Figure 1. Met1 routing.
The bar under the picture is 50 um long.
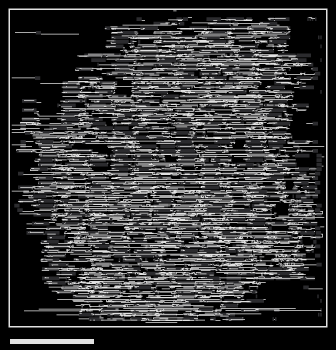
Figure 2. M2 wires.
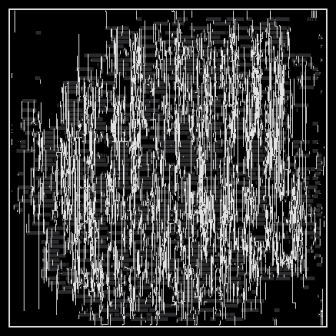
Figure 3. Metal 3.
The bar under the picture is 50 um long.
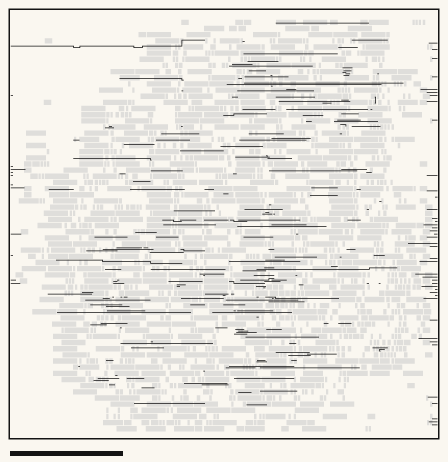
==> src/rtl/biquad8_coeff_loader_if.sv <==
// biquad8_coeff_loader_if: WISHBONE bus between the coefficient loader and one biquad8 target
// master: drives wbm_cyc_o, wbm_stb_o, wbm_we_o, wbm_adr_o[6:0], wbm_dat_o[31:0], wbm_sel_o[3:0]
// slave : drives wbm_ack_i, wbm_err_i
interface biquad8_coeff_loader_if;
    logic        wbm_cyc_o;
    logic        wbm_stb_o;
    logic        wbm_we_o;
    logic [6:0]  wbm_adr_o;
    logic [31:0] wbm_dat_o;
    logic [3:0]  wbm_sel_o;
    logic        wbm_ack_i;
    logic        wbm_err_i;
    modport master (
        output wbm_cyc_o, wbm_stb_o, wbm_we_o, wbm_adr_o, wbm_dat_o, wbm_sel_o,
        input  wbm_ack_i, wbm_err_i
    );
    modport slave (
        input  wbm_cyc_o, wbm_stb_o, wbm_we_o, wbm_adr_o, wbm_dat_o, wbm_sel_o,
        output wbm_ack_i, wbm_err_i
    );
endinterface

==> src/rtl/biquad8_coeff_loader.sv <==
// biquad8_coeff_loader: queues {adr,dat} coefficient commands and writes them to a biquad8 over WISHBONE, then an update write
// clock/reset : wb_clk_i (rising edge), wb_rst_ni (async assert, active-low)
// command     : cmd_valid_i/cmd_ready_o push handshake, cmd_adr_i[4:0], cmd_dat_i[17:0]
// control     : go_i start, busy_o, done_o (pulse), err_o (sticky), err_clr_i, fifo_cnt_o occupancy
// bus         : wbm (biquad8_coeff_loader_if.master)
// option      : BIQUAD8_LOADER_TIMEOUT_EN adds an ack timeout of TIMEOUT cycles
module biquad8_coeff_loader #(
    parameter int FIFO_DEPTH = 16,
    parameter int TIMEOUT    = 255
) (
    input  logic                        wb_clk_i,
    input  logic                        wb_rst_ni,
    input  logic                        cmd_valid_i,
    output logic                        cmd_ready_o,
    input  logic [4:0]                  cmd_adr_i,
    input  logic [17:0]                 cmd_dat_i,
    input  logic                        go_i,
    output logic                        busy_o,
    output logic                        done_o,
    output logic                        err_o,
    input  logic                        err_clr_i,
    output logic [$clog2(FIFO_DEPTH):0] fifo_cnt_o,
    biquad8_coeff_loader_if.master      wbm
);
    localparam int AW = $clog2(FIFO_DEPTH);
    typedef enum logic [2:0] {IDLE, START, WRITE, GAP, UPDATE, DONE} state_t;
    state_t        state;
    logic [22:0]   mem [FIFO_DEPTH];
    logic [AW-1:0] wp, rp;
    logic [AW:0]   cnt;
    logic          cyc, stb, we, done, err;
    logic [3:0]    sel;
    logic [6:0]    adr;
    logic [31:0]   dat;
    logic          push, on_bus, timeout, abort, has_cmd;
    logic [22:0]   head;

    // ready is forced low while reset is held so nothing is accepted into a FIFO being cleared
    assign cmd_ready_o = wb_rst_ni && !cnt[AW] && state == IDLE;
    assign push        = cmd_valid_i && cmd_ready_o;
    assign on_bus      = state == WRITE || state == UPDATE;
    assign abort       = on_bus && (wbm.wbm_err_i || timeout);
    assign has_cmd     = cnt != '0;
    assign head        = mem[rp];

`ifdef BIQUAD8_LOADER_TIMEOUT_EN
    logic [15:0] tcnt;
    // START/GAP always precede WRITE/UPDATE, so the counter is zero on entry
    always_ff @(posedge wb_clk_i or negedge wb_rst_ni)
        if (!wb_rst_ni) tcnt <= '0;
        else tcnt <= (on_bus && !wbm.wbm_ack_i) ? tcnt + 16'd1 : '0;
    assign timeout = !wbm.wbm_ack_i && tcnt == 16'(TIMEOUT - 1);
`else
    assign timeout = 1'b0;
`endif

    always_ff @(posedge wb_clk_i)
        if (push) mem[wp] <= {cmd_adr_i, cmd_dat_i};

    always_ff @(posedge wb_clk_i or negedge wb_rst_ni) begin
        if (!wb_rst_ni) begin
            state <= IDLE;
            {cyc, stb, we, sel, adr, dat} <= '0;
            {done, err} <= '0;
            {wp, rp, cnt} <= '0;
        end else begin
            done <= 1'b0;
            err  <= abort || (err && !err_clr_i);
            if (push) begin
                wp  <= wp + 1'b1;
                cnt <= cnt + 1'b1;
            end
            case (state)
                IDLE: if (go_i) state <= START;
                START, GAP: begin
                    state <= has_cmd ? WRITE : UPDATE;
                    {cyc, stb, we, sel} <= 7'h7F;
                    adr <= has_cmd ? {head[22:18], 2'b00} : 7'h00;
                    dat <= has_cmd ? {14'b0, head[17:0]} : 32'h1;
                end
                WRITE, UPDATE: begin
                    if (abort || wbm.wbm_ack_i) {cyc, stb, we, sel, adr, dat} <= '0;
                    if (abort) begin
                        state <= IDLE;
                        cnt   <= '0;
                        rp    <= wp;
                    end else if (wbm.wbm_ack_i) begin
                        state <= (state == WRITE) ? GAP : DONE;
                        done  <= state == UPDATE;
                        if (state == WRITE) begin
                            rp  <= rp + 1'b1;
                            cnt <= cnt - 1'b1;
                        end
                    end
                end
                DONE:    state <= IDLE;
                default: state <= IDLE;
            endcase
        end
    end

    assign busy_o        = state != IDLE;
    assign done_o        = done;
    assign err_o         = err;
    assign fifo_cnt_o    = cnt;
    assign wbm.wbm_cyc_o = cyc;
    assign wbm.wbm_stb_o = stb;
    assign wbm.wbm_we_o  = we;
    assign wbm.wbm_sel_o = sel;
    assign wbm.wbm_adr_o = adr;
    assign wbm.wbm_dat_o = dat;
endmodule

==> src/flat_wrapper.sv <==
// flat-port wrapper written by rule: the top's interface ports become plain ports
module biquad8_coeff_loader_flat 
#(
    parameter int FIFO_DEPTH = 16,
    parameter int TIMEOUT    = 255
)
  (wb_clk_i, wb_rst_ni, cmd_valid_i, cmd_ready_o, cmd_adr_i, cmd_dat_i, go_i, busy_o, done_o, err_o, err_clr_i, fifo_cnt_o, wbm_wbm_cyc_o, wbm_wbm_stb_o, wbm_wbm_we_o, wbm_wbm_adr_o, wbm_wbm_dat_o, wbm_wbm_sel_o, wbm_wbm_ack_i, wbm_wbm_err_i);
  biquad8_coeff_loader_if wbm_i ();
  input  logic wb_clk_i;
  input  logic wb_rst_ni;
  input  logic cmd_valid_i;
  output logic cmd_ready_o;
  input  logic [4:0] cmd_adr_i;
  input  logic [17:0] cmd_dat_i;
  input  logic go_i;
  output logic busy_o;
  output logic done_o;
  output logic err_o;
  input  logic err_clr_i;
  output logic [$clog2(FIFO_DEPTH):0] fifo_cnt_o;
  output wire logic [$bits(wbm_i.wbm_cyc_o)-1:0] wbm_wbm_cyc_o;
  output wire logic [$bits(wbm_i.wbm_stb_o)-1:0] wbm_wbm_stb_o;
  output wire logic [$bits(wbm_i.wbm_we_o)-1:0] wbm_wbm_we_o;
  output wire logic [$bits(wbm_i.wbm_adr_o)-1:0] wbm_wbm_adr_o;
  output wire logic [$bits(wbm_i.wbm_dat_o)-1:0] wbm_wbm_dat_o;
  output wire logic [$bits(wbm_i.wbm_sel_o)-1:0] wbm_wbm_sel_o;
  input wire logic [$bits(wbm_i.wbm_ack_i)-1:0] wbm_wbm_ack_i;
  input wire logic [$bits(wbm_i.wbm_err_i)-1:0] wbm_wbm_err_i;
  assign wbm_wbm_cyc_o = wbm_i.wbm_cyc_o;
  assign wbm_wbm_stb_o = wbm_i.wbm_stb_o;
  assign wbm_wbm_we_o = wbm_i.wbm_we_o;
  assign wbm_wbm_adr_o = wbm_i.wbm_adr_o;
  assign wbm_wbm_dat_o = wbm_i.wbm_dat_o;
  assign wbm_wbm_sel_o = wbm_i.wbm_sel_o;
  assign wbm_i.wbm_ack_i = wbm_wbm_ack_i;
  assign wbm_i.wbm_err_i = wbm_wbm_err_i;
  biquad8_coeff_loader #(.FIFO_DEPTH(FIFO_DEPTH), .TIMEOUT(TIMEOUT)) u_core (.wb_clk_i(wb_clk_i), .wb_rst_ni(wb_rst_ni), .cmd_valid_i(cmd_valid_i), .cmd_ready_o(cmd_ready_o), .cmd_adr_i(cmd_adr_i), .cmd_dat_i(cmd_dat_i), .go_i(go_i), .busy_o(busy_o), .done_o(done_o), .err_o(err_o), .err_clr_i(err_clr_i), .fifo_cnt_o(fifo_cnt_o), .wbm(wbm_i));
endmodule
==> config.mk <==
export PLATFORM = sky130hd
export DESIGN_NAME = biquad8_coeff_loader_flat
export DESIGN_NICKNAME = d
export VERILOG_FILES = /design/src/rtl/biquad8_coeff_loader_if.sv /design/src/rtl/biquad8_coeff_loader.sv /design/src/flat_wrapper.sv
export SDC_FILE = /design/constraint.sdc
export NUM_CORES = 1
export LEC_CHECK = 0
export ABC_AREA = 1
export CORE_MARGIN = 2
export CORE_UTILIZATION = 50
export DETAILED_ROUTE_END_ITERATION = 8
export MAX_ROUTING_LAYER = met4
export PLACE_DENSITY = 0.68
export SYNTH_ARGS = -nofsm -noshare
export SYNTH_HDL_FRONTEND = slang
export SYNTH_SLANG_ARGS = --single-unit
==> constraint.sdc <==
create_clock -name wb_clk_i -period 3.6 [get_ports wb_clk_i]
set_input_delay 0.54 -clock wb_clk_i [delete_from_list [all_inputs] [get_ports wb_clk_i]]
set_output_delay 0.54 -clock wb_clk_i [all_outputs]
set_load 0.02 [all_outputs]
==> Changelog: implementation <==
### Metrics

- Worst hold margin: 0.133 ns
- GRT met1 Usage: 0.328
- Crit-path max FO: 13
- Flops after synth: ~400
- Synth Cell Area: 17,100 um2
- Worst path buffer plus inverter count: 2
- Most common reg cell: edfxtp_1
- Min-Delay Path Class: in -> async
- Syn. warnings: 0
- Grt peak-use layer: met2
- DRC violations left: 0
- Most common logic cells in the final layout: edfxtp_1, nand2_1, nor2_1
- Drt wl/cell: 20.0 um
- CP Capture Type: register
- Overall die height: 189 um
- H-Tree Depth: 2
- Cell breakdown of the critical path: nor2_2 -> nand2_2 -> nor2_2 -> nand2_2 -> inv_4 -> nand2_1 -> nor2_2 -> buf_12
- Worst r2r src: u_core.state[1]
- Placed Cells: 1,908
- Slew headroom: 0.272
- Post-synthesis area per instance: 11.8 um2
- Placed Instance Area: 18,000 um2
- Leading area contributor after synthesis: edfxtp_1
- Reg-to-Reg End: u_core.mem[3][0]
- Peak supply drop: 0.569 mV
- Post-synth top cells: edfxtp_1, nand2_1, nor2_1, nand3_1, inv_1
- CP Class: reg -> reg
- MI comb area: 4030 um2
- Fp util: 0.509
- Nets: approximately 1,500
- DR vias/cell: 5.49
- Area grow syn2layout: 12.8%
- Yosys chip area: 17,100 um2
- I/O Pins: 85
- Highest metal used: met4
- Global route overflow: 0
- CP startpoint kind: register
- Wl on met1: 17,700 um
- Met3 routed WL: 2670 um
- Register area: ~12,000 um2
- Row cnt: 67
- CTS Buf Count: 42
- Grt met3 use: 0.0352
- Outcome: completed
- Iter 0 DRT Violations: approximately 1,400
- Seq/Total Area, Yosys: 0.707
- DRT antenna net count: 0
- CP Data Required Time: roughly 3.8 ns
- Routed WL: between 30,000 and 40,000 um
- Post-layout minimum cycle time: 2.44 ns
- Slowest-stage cell, CP: nor2_2
- Chip width: 189 um
- WP depth: 8
- Fillers: 2,692
- Most common cell after layout, fill and taps aside: edfxtp_1
- Most used cell, CP: nor2_2
- Post-DP HPWL: 21,900 um
- Top cells by area: edfxtp_1, dfrtp_1, nand2_1, nor2_1, nand3_1
- ANT cells: 0
- Ys async rst share: 0.102
- Vias in the first global route: ~10,000
- First drt pass iteration count: 5
- Final cell count without fillers: 1,982
- Vias: 10,900
- EDFF count, synth: 368
- Post CTS Setup Buffer Count: 0
- Most common cell in the synthesized netlist: edfxtp_1
- Max-area cell share: 0.645
- CTS tree: done
- Yosys cell count: 1,453
- Clk_lat worst skew: 0.55 ns
- Final GP Congestion: approximately 0.8
- Pin count of the biggest net entering global routing: 170
- Hold Violations, Final: 0
- Final Skew: slightly below 0.03 ns
- First-pass GRT wire length: 61,400 um
- Maxcap violations: 0
- Cell at the root of the clock tree: clkbuf_16
- PD cells: 764 nW/um2
- Synth unique cells: 35
- Setup TNS: 0 ns
- GRT Total Usage: 0.232
- Crit path arrival time: approximately 2.7 ns
- Top delay family on crit path: simple AND/OR/NAND/NOR gates
- Worst-path clk slew: about 0.06 ns
- Post-CTS sizing: 0
- Tot Pwr: 14.8 mW
- Post-CTS Hold Fix Bufs: 0
- Post-Syn Instances: 1,453
- Share of cells above drive strength 1: 0.0815
- Final Util: 0.574
- Clock Path Buffers: 3
- RSZ-0062 raised after global routing: false
## Picture notes: Figure 1
main direction = horizontal
wire length on this layer = 17,700 um

## Picture notes: Figure 2
main direction = vertical
longest straight run = 96.2 um
wire length on this layer = 18,500 um
share of all routed wire = 47%

## Picture notes: Figure 3
longest straight run = 70.2 um
nets with wire on the layer = 145

sequential cells by signal (all words and copies together) (netlist names):
signal,cells
u_core.done_o,1
u_core.mem,368
u_core.rp,4
u_core.err_o,1
u_core.state,3
u_core.fifo_cnt_o,5
u_core.wbm.wbm_sel_o,1
u_core.wbm.wbm_adr_o,5
u_core.wbm.wbm_dat_o,18
u_core.wp,4
worst max-delay path by stage:
stage,start,end
after floorplan,u_core.state[1],u_core.mem[11][0]
after global placement,cmd_valid_i,u_core.mem[3][1]
after detailed placement,cmd_valid_i,u_core.mem[3][1]
after CTS,u_core.state[1],u_core.mem[3][0]
after global routing,u_core.rp[0],u_core.wbm.wbm_dat_o[12]
final,u_core.state[1],u_core.mem[3][0]
logic make-up after synthesis:
logic type      share of synthesized area
simple gates                        0.150
fa+ha+maj                         0.00512
xor+xnor                          0.00358
other cells                      0.000219
buf+inv                            0.0644
flops                               0.707
compound gates                     0.0702
worst register-to-register path, stage by stage, from the launching register on:
cell     delay, ns
dfrtp_1       0.39
nor2_2        0.14
nand2_2       0.09
nor2_2        0.12
nand2_2       0.15
inv_4         0.16
nand2_1       0.18
nor2_2        0.68
buf_12        0.24
final cells by class:
| cell class | count | area share |
|---|---|---|
| Clock buffer | 59 | 0.0609 |
| Clock inverter | 15 | 0.00466 |
| Inverter | 105 | 0.0209 |
| Multi-Input combinational cell | 850 | 0.209 |
| Sequential cell | 410 | 0.627 |
| Tap cell | 448 | 0.0290 |
| Timing Repair Buffer | 95 | 0.0487 |
power breakdown:
| part | switching [mW] | internal [mW] | total [mW] |
|---|---|---|---|
| clock network | 1.74 | 2.28 | 4.02 |
| logic | 3.42 | 1.60 | 5.02 |
| registers | 0.223 | 5.49 | 5.71 |
| total | 5.39 | 9.36 | 14.8 |
Power and IR drop assume default switching activity.
